### config.mk
export PLATFORM = sky130hd
export DESIGN_NAME = boxcar_decimator_flat
export DESIGN_NICKNAME = d
export VERILOG_FILES = /design/src/rtl/boxcar_decimator_if.sv /design/src/rtl/boxcar_decimator.sv /design/src/flat_wrapper.sv
export SDC_FILE = /design/constraint.sdc
export NUM_CORES = 1
export LEC_CHECK = 0
export CORE_ASPECT_RATIO = 1.2
export CORE_UTILIZATION = 55
export CTS_BUF_LIST = sky130_fd_sc_hd__clkbuf_4 sky130_fd_sc_hd__clkbuf_8 sky130_fd_sc_hd__clkbuf_16
export DETAILED_ROUTE_END_ITERATION = 10
export PLACE_DENSITY = 0.9
export SETUP_SLACK_MARGIN = 0.15
export SYNTH_ARGS = -nofsm -noshare
export SYNTH_HDL_FRONTEND = slang
export SYNTH_SLANG_ARGS = --single-unit
### constraint.sdc
create_clock -name clk -period 3.3 [get_ports clk]
set_input_delay 0.33 -clock clk [delete_from_list [all_inputs] [get_ports clk]]
set_output_delay 0.33 -clock clk [all_outputs]
set_load 0.1 [all_outputs]
### src/rtl/boxcar_decimator_if.sv
// Sample-in / result-out bundle for the boxcar decimator.
// The slave side is the decimator and the master side is the producer/consumer pair.
interface boxcar_decimator_if #(
    parameter int LOG2_R = 2,
    parameter int DATA_W = 16
);
    localparam int ACC_W = DATA_W + LOG2_R;

    logic                     in_valid;
    logic signed [DATA_W-1:0] in_data;
    logic                     out_ready;
    logic                     clear_overrun;
    logic                     out_valid;
    logic signed [ACC_W-1:0]  out_sum;
    logic signed [DATA_W-1:0] out_data;
    logic                     overrun;

    modport slave (
        input  in_valid,
        input  in_data,
        input  out_ready,
        input  clear_overrun,
        output out_valid,
        output out_sum,
        output out_data,
        output overrun
    );

    modport master (
        output in_valid,
        output in_data,
        output out_ready,
        output clear_overrun,
        input  out_valid,
        input  out_sum,
        input  out_data,
        input  overrun
    );
endinterface

### src/rtl/boxcar_decimator.sv
// Decimate-by-2^LOG2_R boxcar: sums each block of valid samples and holds the sum and
// its floor average in a drop-oldest output register with a sticky overrun flag.
module boxcar_decimator #(
    parameter int LOG2_R = 2,
    parameter int DATA_W = 16,
    localparam int ACC_W = DATA_W + LOG2_R
) (
    input  logic                clk,
    input  logic                reset,
    boxcar_decimator_if.slave   bus
);
    localparam logic [LOG2_R-1:0] CNT_LAST = '1;

    logic [LOG2_R-1:0]       cnt, cnt_next;
    logic signed [ACC_W-1:0] acc, acc_next;
    logic signed [ACC_W-1:0] sum_reg, sum_reg_next;
    logic                    valid_reg, valid_reg_next;
    logic                    overrun_reg, overrun_reg_next;

    logic signed [ACC_W-1:0] sample_ext;
    logic signed [ACC_W-1:0] block_sum;
    logic                    complete;
    logic                    take;

    // ACC_W is exact for R full-scale samples, so this add can never wrap.
    assign sample_ext = {{LOG2_R{bus.in_data[DATA_W-1]}}, bus.in_data};
    assign block_sum  = acc + sample_ext;
    assign complete   = bus.in_valid && (cnt == CNT_LAST);
    assign take       = valid_reg && bus.out_ready;

    always_comb begin
        cnt_next         = cnt;
        acc_next         = acc;
        sum_reg_next     = sum_reg;
        valid_reg_next   = valid_reg;
        overrun_reg_next = overrun_reg;

        if (bus.in_valid) begin
            if (complete) begin
                cnt_next     = '0;
                acc_next     = '0;
                sum_reg_next = block_sum;
            end else begin
                cnt_next = cnt + 1'b1;
                acc_next = block_sum;
            end
        end

        if (complete) begin
            valid_reg_next = 1'b1;
        end else if (take) begin
            valid_reg_next = 1'b0;
        end

        // Losing an untaken result outranks a same-cycle clear request.
        if (complete && valid_reg && !bus.out_ready) begin
            overrun_reg_next = 1'b1;
        end else if (bus.clear_overrun) begin
            overrun_reg_next = 1'b0;
        end
    end

    always_ff @(posedge clk) begin
        if (reset) begin
            cnt         <= '0;
            acc         <= '0;
            sum_reg     <= '0;
            valid_reg   <= 1'b0;
            overrun_reg <= 1'b0;
        end else begin
            cnt         <= cnt_next;
            acc         <= acc_next;
            sum_reg     <= sum_reg_next;
            valid_reg   <= valid_reg_next;
            overrun_reg <= overrun_reg_next;
        end
    end

    // The average is a bit-select of the registered sum, i.e. a floor shift.
    assign bus.out_sum   = sum_reg;
    assign bus.out_data  = sum_reg[ACC_W-1:LOG2_R];
    assign bus.out_valid = valid_reg;
    assign bus.overrun   = overrun_reg;
endmodule

### src/flat_wrapper.sv
// flat-port wrapper written by rule: the top's interface ports become plain ports
module boxcar_decimator_flat 
#(
    parameter int LOG2_R = 2,
    parameter int DATA_W = 16,
    localparam int ACC_W = DATA_W + LOG2_R
)
  (clk, reset, bus_in_valid, bus_in_data, bus_out_ready, bus_clear_overrun, bus_out_valid, bus_out_sum, bus_out_data, bus_overrun);
  boxcar_decimator_if #(.LOG2_R(LOG2_R), .DATA_W(DATA_W)) bus_i ();
  input  logic clk;
  input  logic reset;
  input wire logic [$bits(bus_i.in_valid)-1:0] bus_in_valid;
  input wire logic [$bits(bus_i.in_data)-1:0] bus_in_data;
  input wire logic [$bits(bus_i.out_ready)-1:0] bus_out_ready;
  input wire logic [$bits(bus_i.clear_overrun)-1:0] bus_clear_overrun;
  output wire logic [$bits(bus_i.out_valid)-1:0] bus_out_valid;
  output wire logic [$bits(bus_i.out_sum)-1:0] bus_out_sum;
  output wire logic [$bits(bus_i.out_data)-1:0] bus_out_data;
  output wire logic [$bits(bus_i.overrun)-1:0] bus_overrun;
  assign bus_i.in_valid = bus_in_valid;
  assign bus_i.in_data = bus_in_data;
  assign bus_i.out_ready = bus_out_ready;
  assign bus_i.clear_overrun = bus_clear_overrun;
  assign bus_out_valid = bus_i.out_valid;
  assign bus_out_sum = bus_i.out_sum;
  assign bus_out_data = bus_i.out_data;
  assign bus_overrun = bus_i.overrun;
  boxcar_decimator #(.LOG2_R(LOG2_R), .DATA_W(DATA_W)) u_core (.clk(clk), .reset(reset), .bus(bus_i));
endmodule
==> results.cfg <==
; physical design summary
[critical_path]
crit_path_end = u_core.acc[14]
crit_arrival_ns = 2.78
cp.required_ns = 3.47
worstSetupStartpoint = bus_in_data[0]
cp_max_fo = 4
cp_slowest_cell = a221o_1

[final_layout]
lay_top_count = clkdlybuf4s50_1
inv_count = 12
layout-drive-gt1-share = 0.0597
ff_count = 40
mi_logic_area_um2 = 1530
regArea_um2 = 801
buffer_area_frac = 0.190
fillCellCount = 350

[final_timing]
finalSetupViolations = 0
rsz0062_at_grt = no
skew_ns = 0.00516
hold_violations = 0
period_needed_ns = 2.60

[synth]
ys_ff = 40
yosysTopAreaCellShare = 0.312
common_cells = dfxtp_1, a21oi_1, nand2_1, nor2_1, ha_1
synth_cell_types = 53
synth-simple-area-share = 0.220

[floorplan]
floorplan.core_util = 0.589
die_h_um = 76.8

[clocking]
numCtsBuffers = 5
clkTransAtPathRegs_ns = 0.08
clock_latency_ns = 0.30

[placed_design]
dpl.hpwl_um = 4340

[global_routing]
grt_use_met3 = 0.0521
met1_usage = 0.306
grt.busiest_layer = met2
grt_max_degree = 21

[status]
outcome = completed
Clock wires, drivers and flops:
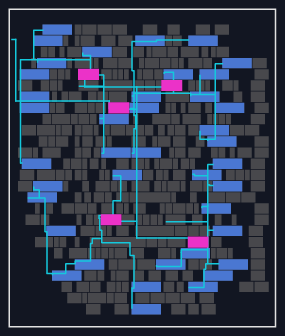
Key: clock drivers = magenta [count 5]; flip-flops = blue [count 40]; clock wires = cyan [length 499 um]
There are 6 routed clock nets.

Placement by cell class:
Fill, decap, tap and diode cells in grey.
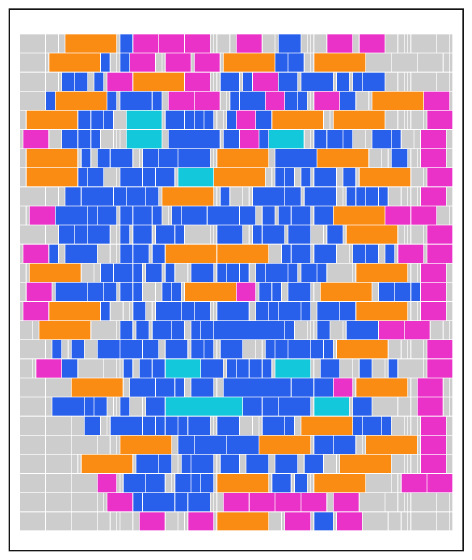
Key: combinational and other logic = blue [cells 242, share of their area 51%]; sequential cells = orange [cells 40, share of their area 26%]; clock drivers and dummy loads = cyan [cells 8, share of their area 4.1%]; remaining buffers and delay cells = magenta [cells 62, share of their area 19%]
final core utilization: 0.730
Seq area share: 0.252

Floorplan with the power grid:
Scale bar: 20 um. Pins as bars on the die edge.
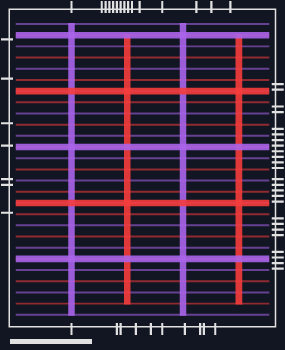
Key: VDD = red; VSS = purple
27 met1 rails follow the rows. The core has 26 rows. 5 straps on met5. 57 signal pins sit on the boundary. 4 straps on met4.

